drive_strength.png
The bar under the picture is 50 um long.
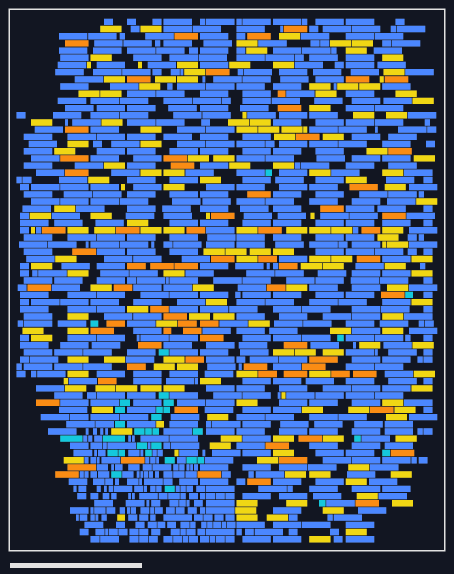
clock_map.png
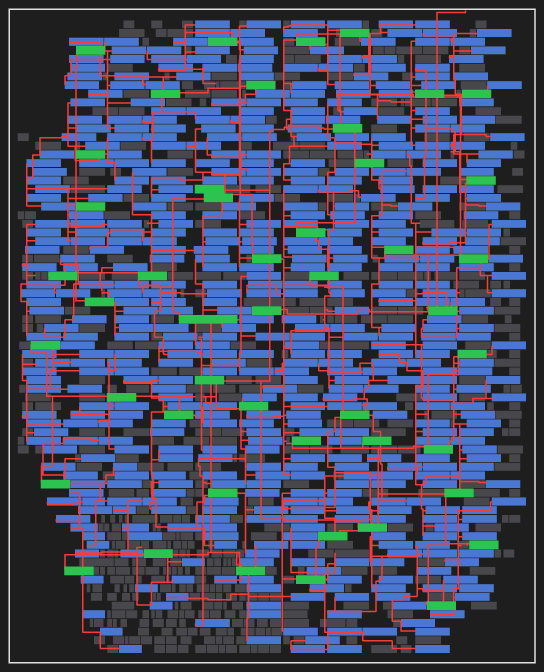
final_clocks.png
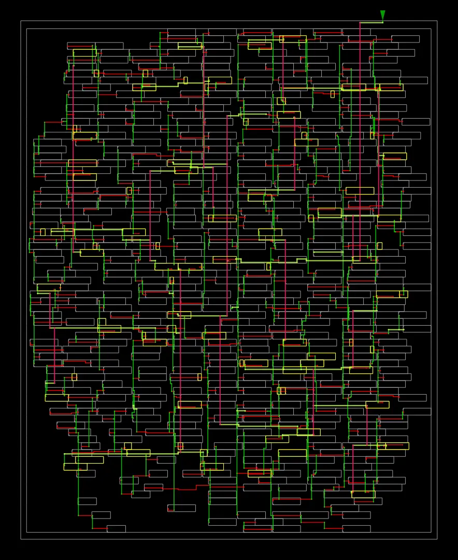
## config.mk

```make
export PLATFORM = sky130hd
export DESIGN_NAME = sig_sink
export DESIGN_NICKNAME = d
export VERILOG_FILES = /design/src/rtl/sig_sink.sv
export SDC_FILE = /design/constraint.sdc
export NUM_CORES = 1
export LEC_CHECK = 0
export CAP_MARGIN = 20
export CORE_ASPECT_RATIO = 1.25
export CORE_MARGIN = 2
export CORE_UTILIZATION = 64
export DETAILED_ROUTE_END_ITERATION = 8
export PLACE_DENSITY = 0.84
export SYNTH_ARGS = -nofsm -noshare
export SYNTH_HDL_FRONTEND = slang
export SYNTH_SLANG_ARGS = --single-unit
```

## constraint.sdc

```tcl
create_clock -name clk -period 5.34 [get_ports clk]
set_input_delay 1.335 -clock clk [delete_from_list [all_inputs] [get_ports clk]]
set_output_delay 1.335 -clock clk [all_outputs]
set_load 0.005 [all_outputs]
```

## src/rtl/sig_sink.sv

```systemverilog
// sig_sink: signature/halt device sitting beside Dmem on the store path.
// Stores to SIG_ADDR are queued in a first-word fall-through FIFO and
// streamed out over valid/ready. A store to HALT_ADDR stops further
// capture, lets the FIFO drain, then reports done.
module sig_sink #(
   parameter logic [31:0] SIG_ADDR  = 32'h00000F00,
   parameter logic [31:0] HALT_ADDR = 32'hCAFEBEEF,
   parameter int          DEPTH     = 16,
   localparam int         AW        = $clog2(DEPTH)
) (
   input  logic          clk,
   input  logic          rst,
   input  logic [31:0]   addr,
   input  logic [31:0]   wdata,
   input  logic          wr,
   output logic          sig_valid,
   output logic [31:0]   sig_data,
   input  logic          sig_ready,
   output logic [AW:0]   sig_count,
   output logic          halt,
   output logic          done,
   output logic          overflow
);

   // Controller states.
   localparam logic [1:0] ST_RUN   = 2'd0;
   localparam logic [1:0] ST_DRAIN = 2'd1;
   localparam logic [1:0] ST_DONE  = 2'd2;

   localparam logic [AW:0]   CNT_FULL = (AW+1)'(DEPTH);
   localparam logic [AW:0]   CNT_ONE  = (AW+1)'(1);
   localparam logic [AW-1:0] PTR_ONE  = AW'(1);

   logic [1:0]    state;
   logic [1:0]    state_nxt;
   logic [31:0]   mem [DEPTH];
   logic [AW-1:0] wr_ptr;
   logic [AW-1:0] rd_ptr;
   logic [AW:0]   count;
   logic [AW:0]   count_nxt;

   logic store;
   logic sig_hit;
   logic halt_hit;
   logic push;
   logic pop;
   logic full;
   logic wr_en;
   logic drop;

   // Decode the shared Dmem strobe: full 32-bit compare, loads never match.
   assign store    = ~wr;
   assign sig_hit  = store & (addr == SIG_ADDR);
   assign halt_hit = store & (addr == HALT_ADDR);

   // Capture only while running; a pop is only real when head is valid.
   assign push  = (state == ST_RUN) & sig_hit;
   assign pop   = sig_valid & sig_ready;
   assign full  = (count == CNT_FULL);

   // A push into a full FIFO still lands if the head leaves the same cycle.
   assign wr_en = push & (~full | pop);
   assign drop  = push & full & ~pop;

   // Next occupancy: push and pop together leave the count unchanged.
   always_comb begin
      count_nxt = count;
      if (wr_en && !pop)
         count_nxt = count + CNT_ONE;
      else if (!wr_en && pop)
         count_nxt = count - CNT_ONE;
   end

   // Halt sequencing: RUN -> DRAIN on halt store, DRAIN -> DONE once empty.
   always_comb begin
      state_nxt = state;
      case (state)
         ST_RUN:   if (halt_hit)      state_nxt = ST_DRAIN;
         ST_DRAIN: if (count == '0)   state_nxt = ST_DONE;
         ST_DONE:                     state_nxt = ST_DONE;
         default:                     state_nxt = ST_RUN;
      endcase
   end

   // State register; reset wins over any store in the same cycle.
   always_ff @(posedge clk) begin
      if (rst)
         state <= ST_RUN;
      else
         state <= state_nxt;
   end

   // FIFO pointers, occupancy and sticky overflow flag.
   always_ff @(posedge clk) begin
      if (rst) begin
         wr_ptr   <= '0;
         rd_ptr   <= '0;
         count    <= '0;
         overflow <= 1'b0;
      end else begin
         if (wr_en)
            wr_ptr <= wr_ptr + PTR_ONE;
         if (pop)
            rd_ptr <= rd_ptr + PTR_ONE;
         count <= count_nxt;
         if (drop)
            overflow <= 1'b1;
      end
   end

   // Storage array; contents need no reset since count gates visibility.
   always_ff @(posedge clk) begin
      if (!rst && wr_en)
         mem[wr_ptr] <= wdata;
   end

   // Head presentation: zero while empty so the bus is quiet.
   assign sig_valid = (count != '0);
   assign sig_data  = sig_valid ? mem[rd_ptr] : 32'h0;
   assign sig_count = count;

   // halt asserts the cycle after the halt store; done once drained.
   assign halt = (state != ST_RUN);
   assign done = (state == ST_DONE);

endmodule
```

==> ci_impl_report.md <==
### Flow metrics

| Metric | Value |
|---|---|
| Crit end category | output pin |
| Crit path launch type | flip-flop |
| Internal power | about 6.5 mW |
| Seq. pwr | between 4 and 5 mW |
| Antenna viol nets, final | 0 |
| Row cnt | 73 |
| PortBufs | between 100 and 150 |
| XOR/XNOR Fraction of Synth Area | less than 1% |
| Final Max Slew Viols | 0 |
| Yosys Chip Area | 20,600 um2 |
| Buf+Inv Stages, Crit Path | 2 |
| Synth flops | between 500 and 600 |
| Distinct lib cells used | 39 |
| Clock transition at path regs | 0.06 ns |
| Worst reg2reg endpoint | sig_count[4]$_SDFFE_PP0P_ |
| FF-to-FF path depth | 11 |
| Yosys aoi share | less than 1% |
| Met2 WL | 24,900 um |
| Routed wire length | 46,300 um |
| CTS Hold Bufs | 0 |
| Main logic family | multiplexers |
| Share of flip-flops with an asynchronous set or reset | 0% |
| Via count | approximately 10,000 |
| DR DRC count | 0 |
| Register share after synthesis | between 70 and 80% |
| Core Area | 31,700 um2 |
| Leak | approximately 7.3 nW |
| Synth top cells by count | edfxtp_1, mux4_2, and2_1 |
| Main flop type | edfxtp_1 |
| Simple-Gate Fraction of Synth Area | roughly 2.8% |
| Kind of critical path | flip-flop to output pin |
| Share of cells above drive strength 1 | between 20% and 30% |
| Run status | completed |
| Most used logic cell in the final layout | edfxtp_1 |
| Synth warnings | 0 |
| Die X | about 160 um |
| Reg2reg start | sig_count[1]$_SDFFE_PP0P_ |
| Hold Vio Cnt, Final | 0 |
| Post-DP HPWL | 23,400 um |
| Design Power | 8.11 mW |
| Vias/cell | ~6.7 |
| Initial drt markers | roughly 1,100 |
| RSZ-0062 raised after global routing | no |
| Log Warnings | 31 |
| Syn-to-layout area delta | 17.0% |
| Pre-CTS WS | 0.822 ns |
| P_comb | 0.109 mW |
| Post-route cell area | about 24,000 um2 |
| Hold Path Sink | overflow$_SDFFE_PP0P_ |
| Finish-stage setup viols | 0 |
| Worst Setup EP | sig_data[18] |
| Pwr/cell area | 337 nW/um2 |
| R2R setup slack | ~1.6 ns |
| GRT Overall Usage | ~29% |
| Ratio of final minimum period to clock period | roughly nine tenths |
| Count leader, synth | edfxtp_1 |
| Max-area cell share | around three quarters |
| Number of detailed-route iterations in the first pass | 5 |
| Slowest-stage cell, CP | dfxtp_4 |
| Worst hold-check path type | flip-flop to flip-flop |
| Hold_sp | overflow$_SDFFE_PP0P_ |
| Post-synth EDFFs | a little over 500 |
| Resized cells post-CTS | 0 |
| IO Count | around 110 |
| Delay-heaviest family, CP | multiplexers |
| Total setup buffers inserted after CTS | 0 |
| Chip area | between 30,000 and 40,000 um2 |
| Fmax | ~210 MHz |
| Clk buf depth | 3 |
| Synthesized instance count | just under 900 |
| Sequential share of power | a little under three fifths |
| Psw | 1.57 mW |
| Crit path depth | 5 |
| Area leader, netlist | edfxtp_1 |
| Most used cell, CP | mux4_2 |
| Setup TNS Final | 0 ns |
| Hold slack | 0.485 ns |
| VDD IR max | roughly 300 uV |
| Post-layout min period | 4.80 ns |
| Dpl cells | between 1,000 and 1,500 |
| Cell area leaders | edfxtp_1, mux4_2, dfxtp_1, and2_1, ha_1 |
| DP Area | roughly 23,000 um2 |
| M1 wire length | between 15,000 and 20,000 um |
| Worst-path cell chain | buf_12 > mux4_2 > mux4_2 > and2_1 > clkdlybuf4s50_1 |
| Combinational share of power | ~1.3% |
| WL per Instance | between 30 and 40 um |
| Largest net degree at the start of global routing | about 40 |
| Grt total ovfl | 0 |
| TritonCTS clock tree | yes |
| Top Layout Cells | edfxtp_1, mux4_2, clkdlybuf4s50_1 |
| Total nets after synthesis | approximately 970 |
| Actual slew at the worst max-slew pin | between 1 and 1.5 ns |
| Die Span Y | approximately 200 um |
| Mux share | between 10% and 20% |
| CP arrival | ~3.5 ns |
| Area of the mapped netlist | 20,600 um2 |
| Pwr top | sequential cells |
Notes on drive_strength.png above:
Cyan shows drive 3 to 4, cells 32, most used nor2_4. Blue shows drive 1 or less, cells 791, most used edfxtp_1. Yellow shows drive 2, cells 177, most used mux4_2. Orange shows drive 6 and up, cells 73, most used clkbuf_16.
Non-CTS buffers: 134
Final Worst Setup Slack: 0.536 ns

Notes on clock_map.png above:
Red shows clock wires, length 5,640 um. Blue shows flip-flops, count 532. Green shows cells driving clock nets, count 48.
There are 49 routed clock nets.
Final Skew: 0.0165 ns
Clock power frac: 42.3%
Clk Latency, worst-skew pair: 0.57 ns
clk pwr: 3.43 mW

Notes on final_clocks.png above:
CTS sink count: 532
number of buffers created by CTS: 48

-- state kept, by name, indices dropped and copies added (netlist names), named ones only --
| signal | flops |
|---|---|
| mem | 512 |
| sig_count | 5 |
| rd_ptr | 4 |
| wr_ptr | 4 |
| state | 2 |
| overflow | 1 |
-- layout make-up --
cell class / count / area, um2
sequential: 532 / 15800
antenna: 1 / 2.50
inverter: 8 / 30.0
clock inverter: 35 / 312
tap: 412 / 515
clock buffer: 55 / 1250
timing repair buffer: 134 / 1490
multi-input combinational: 309 / 4690
fill: 1566 / 7620
-- routing by layer --
metal | vias to the layer above | global-route usage (%)
met5 | - | 0
li1 | 4066 | -
met1 | 5255 | 38.5
met2 | 540 | 50.1
met4 | 0 | 10.9
met3 | 124 | 3.98
Power and IR drop assume default switching activity.
